### src/rtl/seq_div.sv
// Sequential signed restoring divider: 20-bit dividend by 8-bit divisor,
// one shift-subtract step per clock, then one sign-fix/saturate cycle.
module seq_div #(
    parameter int QBITS = 12,
    parameter int DBITS = 8
) (
    input  logic                   clk,
    input  logic                   rst_n,
    input  logic [QBITS+DBITS-1:0] dvd,
    input  logic [DBITS-1:0]       dvs,
    input  logic                   start,
    output logic [QBITS-1:0]       quot,
    output logic [DBITS-1:0]       rem,
    output logic                   busy,
    output logic                   ovf,
    output logic                   dz
);

    localparam int N  = QBITS + DBITS;
    localparam int CW = $clog2(N);

    typedef enum logic [1:0] {
        IDLE,
        CALC,
        FIX
    } state_t;

    localparam logic [QBITS-1:0] QMAX = {1'b0, {(QBITS-1){1'b1}}};
    localparam logic [QBITS-1:0] QMIN = {1'b1, {(QBITS-1){1'b0}}};

    state_t           state_q, state_d;
    logic [N-1:0]     q_q, q_d;
    logic [DBITS:0]   r_q, r_d;
    logic [DBITS-1:0] dvs_q, dvs_d;
    logic [CW-1:0]    cnt_q, cnt_d;
    logic             sgnq_q, sgnq_d;
    logic             sgnr_q, sgnr_d;
    logic             zero_q, zero_d;
    logic [QBITS-1:0] quot_q, quot_d;
    logic [DBITS-1:0] rem_q, rem_d;
    logic             busy_q, busy_d;
    logic             ovf_q, ovf_d;
    logic             dz_q, dz_d;

    logic [DBITS:0]   r_sh;
    logic [N-1:0]     q_sh;
    logic [N-1:0]     lim;
    logic             too_big;

    always_comb begin
        state_d = state_q;
        q_d     = q_q;
        r_d     = r_q;
        dvs_d   = dvs_q;
        cnt_d   = cnt_q;
        sgnq_d  = sgnq_q;
        sgnr_d  = sgnr_q;
        zero_d  = zero_q;
        quot_d  = quot_q;
        rem_d   = rem_q;
        busy_d  = busy_q;
        ovf_d   = ovf_q;
        dz_d    = dz_q;
        r_sh    = {r_q[DBITS-1:0], q_q[N-1]};
        q_sh    = {q_q[N-2:0], 1'b0};
        // Negative results may reach one further than positive ones.
        lim     = N'((1 << (QBITS - 1)) - 1) + N'(sgnq_q);
        too_big = q_q > lim;

        case (state_q)
            IDLE: begin
                if (start) begin
                    q_d     = dvd[N-1] ? -dvd : dvd;
                    dvs_d   = dvs[DBITS-1] ? -dvs : dvs;
                    r_d     = '0;
                    cnt_d   = '0;
                    sgnq_d  = dvd[N-1] ^ dvs[DBITS-1];
                    sgnr_d  = dvd[N-1];
                    zero_d  = (dvs == '0);
                    ovf_d   = 1'b0;
                    dz_d    = 1'b0;
                    busy_d  = 1'b1;
                    state_d = (dvs == '0) ? FIX : CALC;
                end
            end
            CALC: begin
                if (r_sh >= {1'b0, dvs_q}) begin
                    r_sh    = r_sh - {1'b0, dvs_q};
                    q_sh[0] = 1'b1;
                end
                r_d   = r_sh;
                q_d   = q_sh;
                cnt_d = cnt_q + 1'b1;
                if (cnt_q == CW'(N - 1)) begin
                    state_d = FIX;
                end
            end
            FIX: begin
                busy_d  = 1'b0;
                state_d = IDLE;
                if (zero_q) begin
                    quot_d = '0;
                    rem_d  = '0;
                    dz_d   = 1'b1;
                    ovf_d  = 1'b0;
                end else begin
                    ovf_d = too_big;
                    if (too_big) begin
                        quot_d = sgnq_q ? QMIN : QMAX;
                    end else begin
                        quot_d = sgnq_q ? -q_q[QBITS-1:0]
                                        : q_q[QBITS-1:0];
                    end
                    rem_d = sgnr_q ? -r_q[DBITS-1:0] : r_q[DBITS-1:0];
                end
            end
            default: begin
                state_d = IDLE;
            end
        endcase
    end

    always_ff @(posedge clk) begin
        if (!rst_n) begin
            state_q <= IDLE;
            q_q     <= '0;
            r_q     <= '0;
            dvs_q   <= '0;
            cnt_q   <= '0;
            sgnq_q  <= 1'b0;
            sgnr_q  <= 1'b0;
            zero_q  <= 1'b0;
            quot_q  <= '0;
            rem_q   <= '0;
            busy_q  <= 1'b0;
            ovf_q   <= 1'b0;
            dz_q    <= 1'b0;
        end else begin
            state_q <= state_d;
            q_q     <= q_d;
            r_q     <= r_d;
            dvs_q   <= dvs_d;
            cnt_q   <= cnt_d;
            sgnq_q  <= sgnq_d;
            sgnr_q  <= sgnr_d;
            zero_q  <= zero_d;
            quot_q  <= quot_d;
            rem_q   <= rem_d;
            busy_q  <= busy_d;
            ovf_q   <= ovf_d;
            dz_q    <= dz_d;
        end
    end

    assign quot = quot_q;
    assign rem  = rem_q;
    assign busy = busy_q;
    assign ovf  = ovf_q;
    assign dz   = dz_q;

endmodule

### config.mk
export PLATFORM = sky130hd
export DESIGN_NAME = seq_div
export DESIGN_NICKNAME = d
export VERILOG_FILES = /design/src/rtl/seq_div.sv
export SDC_FILE = /design/constraint.sdc
export NUM_CORES = 1
export LEC_CHECK = 0
export ABC_CLOCK_PERIOD_IN_PS = 3150
export CORE_ASPECT_RATIO = 1.1
export CORE_MARGIN = 2
export CORE_UTILIZATION = 40
export DETAILED_ROUTE_END_ITERATION = 6
export DONT_BUFFER_PORTS = 1
export PLACE_DENSITY = 0.52
export SETUP_SLACK_MARGIN = 0.5
export SLEW_MARGIN = 20
export SYNTH_ARGS = -nofsm -noshare
export SYNTH_HDL_FRONTEND = slang
export SYNTH_SLANG_ARGS = --single-unit
### constraint.sdc
create_clock -name clk -period 3.15 [get_ports clk]
set_input_delay 0.945 -clock clk [delete_from_list [all_inputs] [get_ports clk]]
set_output_delay 0.945 -clock clk [all_outputs]
set_load 0.03 [all_outputs]
Run 1, pin map:
Pins as bars across the die edge, other pins in grey.
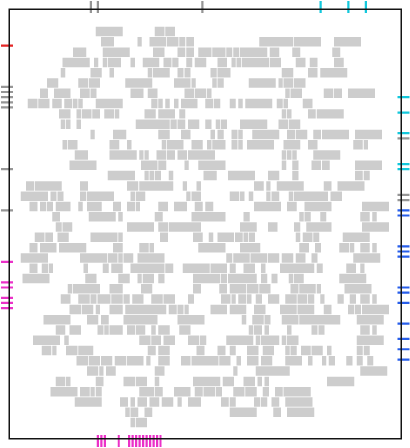
colour	port	pins	direction	edge
magenta	dvd	20	input	14 bottom, 6 left
red	clk	1	input	left
cyan	rem	8	output	5 right, 3 top
blue	quot	12	output	right
all pins by edge	20 right, 14 left, 14 bottom, 6 top
chip height: 113 um
Die X: 103 um
IO Port Bufs: 0

Run 1, register map, names as in the netlist:
Other sequential cells in the stronger grey, the rest of the logic in the fainter grey.
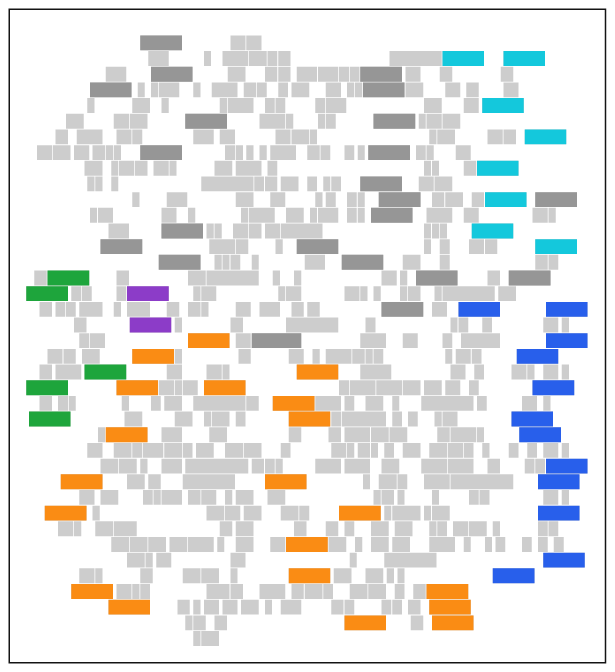
colour	netlist name	sequential cells
blue	quot	12
cyan	rem	8
orange	q_q	20
green	cnt_q	5
purple	state_q	2
register area: 1390 sq um
final core occ: 0.459
sequential share of cell area: 0.288
P_seq: 0.00104 W

==> Slide: Implementation Results, run 1 <==
Key Metrics from the Run

Synth
  • Synth Seq Share: 0.319
  • Area share, top type: 0.319
  • Yosys warnings: 0

Cells and area
  • Layout area overhead: 11.1%
  • Fin cells: 665
  • Most numerous logic cell after layout: dfxtp_1
  • Most frequent cells in the layout: dfxtp_1, nand2_1, a21oi_1, inv_1, xnor2_1

Drt
  • Initial drt markers: 160
  • # DRC: 0

Place
  • Dpl ws: 0.398 ns
  • HPWL Detailed: 7.56 mm

Power
  • Pleak: 1.88 nW

Global route
  • Pin count of the biggest net entering global routing: 68
  • M1 GR Usage: 0.247

Floorplanning
  • Rows: 39
  • Initial core utilization: 0.413
  • I/O pin count: 54
  • Die Size: 11,700 sq um

Min path
  • Hold WC Path Type: reg2reg

CTS
  • Root buf cell: clkbuf_16
  • Clock tree from TritonCTS: built

Worst setup path
  • Critical setup path kind: reg2reg

Final timing
  • Max transition margin: 0.584

Outcome
  • Status: complete, no violations
Run 1, the metal 4 layer:
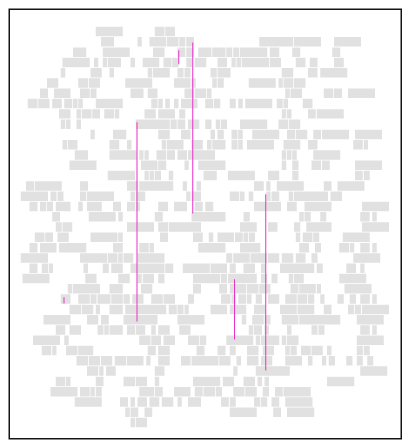
longest straight run	52.4 um
share of all routed wire	1.6%
total routed wirelength: 10.1 mm
via count: 3,619

==> run 1: path summary, 6_finish.rpt <==
kind / start / end / slack, ns
hold / removal: dvs_q[0]$_SDFFE_PN0P_ / dvs_q[0]$_SDFFE_PN0P_ / 0.47
hold reg to reg: dvs_q[0]$_SDFFE_PN0P_ / dvs_q[0]$_SDFFE_PN0P_ / 0.47
setup / recovery: sgnq_q$_SDFFE_PN0P_ / quot[9]$_SDFFE_PN0P_ / 0.74
setup reg to reg: sgnq_q$_SDFFE_PN0P_ / quot[9]$_SDFFE_PN0P_ / 0.74
==> run 1: area by class of cell <==
cell class | count | area (sq um)
Fill cell | 1053 | 5680
Multi-Input combinational cell | 399 | 2750
Sequential cell | 69 | 1390
Clock buffer | 13 | 250
Tap cell | 143 | 179
Inverter | 29 | 109
Clock inverter | 3 | 68.8
Timing Repair Buffer | 9 | 67.6
==> run 1: logic make-up (layout without fill, tap and decap cells) <==
| logic type | Yosys count | after routing | synth area share |
|---|---|---|---|
| flip-flops | 69 | 69 | 0.319 |
| AND/OR/NAND/NOR | 169 | 169 | 0.200 |
| XOR/XNOR | 42 | 42 | 0.0849 |
| multiplexers | 5 | 5 | 0.0116 |
| buffers and inverters | 57 | 54 | 0.0505 |
| adder cells (fa/ha/maj) | 26 | 26 | 0.0768 |
| AND-OR/OR-AND | 157 | 157 | 0.257 |
==> run 1: critical path: stages (launching register included) <==
cell and delay [ns]:
dfxtp_4 0.42, inv_1 0.14, ha_1 0.34, a2111oi_2 0.35, o21ai_1 0.12, o31a_1 0.29, buf_4 0.19, a21boi_4 0.23
o21ai_1 0.12, a21boi_1 0.14
==> run 1: where the power goes <==
| group | total (W) | switching, W | internal [W] |
|---|---|---|---|
| Combinational | 0.000652 | 0.000356 | 0.000297 |
| Sequential | 0.00104 | 0.0000986 | 0.000937 |
| Clock | 0.00109 | 0.000370 | 0.000717 |
| Total | 0.00277 | 0.000824 | 0.00195 |
==> run 1: metal layers <==
| layer | share of wire | wire (um) |
|---|---|---|
| met1 | 0.48 | 4860 |
| met3 | 0.062 | 625 |
| met2 | 0.44 | 4430 |
| met5 | 0 | 0 |
| met4 | 0.016 | 163 |
==> run 1: stage by stage <==
stage               hold WS, ns  utilization  power [W]
floorplan                 0.441            -    0.00157
global placement          0.459        0.427    0.00169
detailed placement        0.468        0.427    0.00171
CTS                       0.476        0.457    0.00280
global route              0.504        0.459    0.00295
finish                    0.472        0.459    0.00277
==> run 1: state kept, by name (all words and copies together) (netlist names) <==
register	flops
sgnr_q	1
q_q	20
rem	8
dz	1
zero_q	1
ovf	1
state_q	2
cnt_q	5
dvs_q	8
sgnq_q	1
r_q	8
busy	1
quot	12
==> run 1: repair_timing <==
action,CTS,global route
hold buffers,0,0
endpoints found under the setup margin,12,13
resized,1,4
Run 1, clock wires, drivers and flops:
The bar under the picture is 20 um long.
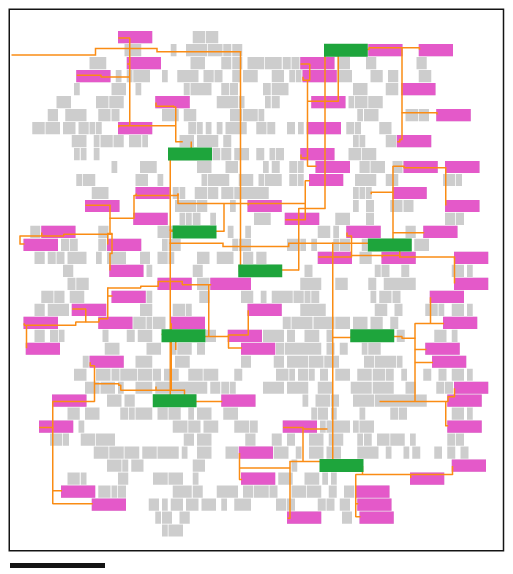

==> inputs of run 2 (changes only) <==
ABC_CLOCK_PERIOD_IN_PS = 2340   (was 3150)
clock period = 2.34 ns   (was 3.15 ns; I/O delays follow)
Run 2, clock wires, drivers and flops:
The bar under the picture is 20 um long.
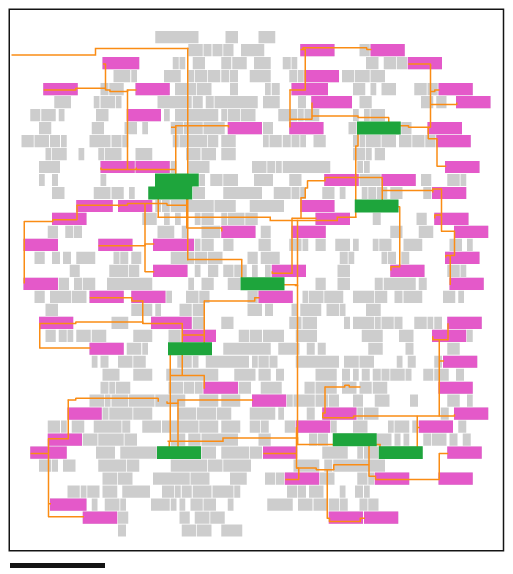
[magenta] flip-flops | count: 69
[green] clock drivers | count: 9
[orange] clock wires | length: 1,060 um
routed clock nets	10
final setup skew: 0.00552 ns
clock power share: 0.346
P_clk: 0.00146 W
clk_lat worst skew: 0.33 ns

==> run 2 against run 1 <==
  * Sequential power rose by 33%
  * Highest routed layer unchanged
  * Critical endpoint is now ovf$_SDFFE_PN0P_
  * Critical path type unchanged
  * Largest cell class unchanged
  * Critical path depth fell by 1
  * Sequential share of layout area is 3.6 points lower
==> Slide: Implementation Results, run 2 <==
Key Metrics from the Run

Cells and area
  • Final core occ: 0.530
  • Most frequent cells in the layout: dfxtp_1, nand2_1, buf_4, nor2b_1, xnor2_1
  • Most numerous logic cell after layout: dfxtp_1
  • Largest register FFs: 20
  • Top reg by flops: q_q
  • Fin cells: 700

Synth
  • Yosys warnings: 0
  • Synth Seq Share: 0.319

Floorplanning
  • Rows: 39
  • Chip height: 113 um
  • Die Size: 11,700 sq um
  • Initial core utilization: 0.413

Global route
  • M1 GR Usage: 0.272
  • Pin count of the biggest net entering global routing: 68

Place
  • IO Port Bufs: 0
  • HPWL Detailed: 7.86 mm
  • Dpl ws: -0.165 ns

Worst setup path
  • Crit path buf inv count: 2
  • Slowest-stage cell, CP: or4_4
  • Critical setup path kind: reg2reg
  • Worst R2R Start: q_q[12]$_SDFFE_PN0P_

Drt
  • Initial drt markers: 134
  • # DRC: 0
  • Total routed wirelength: 11.3 mm

CTS
  • Root buf cell: clkbuf_16
  • Clock tree from TritonCTS: built

Outcome
  • Status: complete, no violations

Min path
  • Hold path startpoint: dvs_q[7]$_SDFFE_PN0P_

Final timing
  • WHS: 0.458 ns
Run 2, register map, names as in the netlist:
Other sequential cells in the stronger grey, the rest of the logic in the fainter grey.
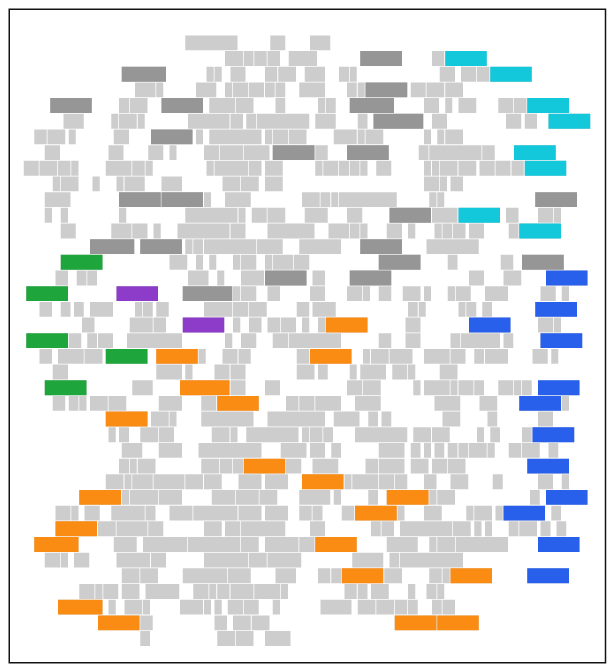
colour	netlist name	sequential cells
blue	quot	12
purple	state_q	2
cyan	rem	8
orange	q_q	20
green	cnt_q	5
not coloured	22

==> run 2: kinds of logic after synthesis <==
group                      after synthesis  synth area share
xor gates and xnor gates                42            0.0849
muxes                                    5            0.0116
DFF                                     69             0.319
buffers and inverters                   57            0.0505
AOI/OAI and AO/OA                      157             0.257
adders and majority gates               26            0.0768
and+or+nand+nor                        169             0.200
==> run 2: power breakdown <==
group	internal, W	switching [W]	total [W]
Combinational	0.000717	0.000670	0.00139
Sequential	0.00126	0.000119	0.00138
Clock	0.000933	0.000530	0.00146
Total	0.00291	0.00132	0.00423
==> run 2: final cells by class <==
cell class,instances,area [sq um],share of cell area
clock buffers,10,229,0.0412
clock inverters,6,88.8,0.0160
inverters,29,111,0.0200
multi-input cells,399,3140,0.565
flip-flops and latches,69,1400,0.252
well taps,143,179,0.0322
repair buffers,44,409,0.0736
==> run 2: per-stage QoR <==
| step | cell area, sq um | total power (W) |
|---|---|---|
| after floorplan | 4460 | 0.00217 |
| after global placement | 4700 | 0.00238 |
| after detailed placement | 4700 | 0.00240 |
| after CTS | 5280 | 0.00410 |
| after global routing | 5560 | 0.00446 |
| final | 5560 | 0.00423 |
==> run 2: tightest hold or removal path: cells and delay by family (launching register included) <==
kind             cells  cell delay (ns)
flip-flops           1             0.30
AND/OR/NAND/NOR      1             0.05
AND-OR/OR-AND        1             0.06
==> run 2: final timing paths <==
path	slack, ns	end	cells past startpoint
min reg2reg	0.46	dvs_q[7]$_SDFFE_PN0P_	2
max	0.09	ovf$_SDFFE_PN0P_	8
max reg2reg	0.09	ovf$_SDFFE_PN0P_	8
min	0.46	dvs_q[7]$_SDFFE_PN0P_	2
==> run 2: timing repair <==
action                     CTS  global route
pin swaps                   33            25
gates cloned                 1             0
setup endpoints to repair   34            36
gates resized               36            43
buffers inserted            10            10
==> run 2: metal layers <==
| metal | vias to the layer above | routed length [um] | part of all wire |
|---|---|---|---|
| met5 | - | 0 | 0 |
| met4 | 0 | 110 | 0.0097 |
| met3 | 7 | 489 | 0.043 |
| met2 | 57 | 5280 | 0.47 |
| met1 | 1800 | 5450 | 0.48 |
| li1 | 1946 | - | - |
Power and IR drop assume default switching activity.
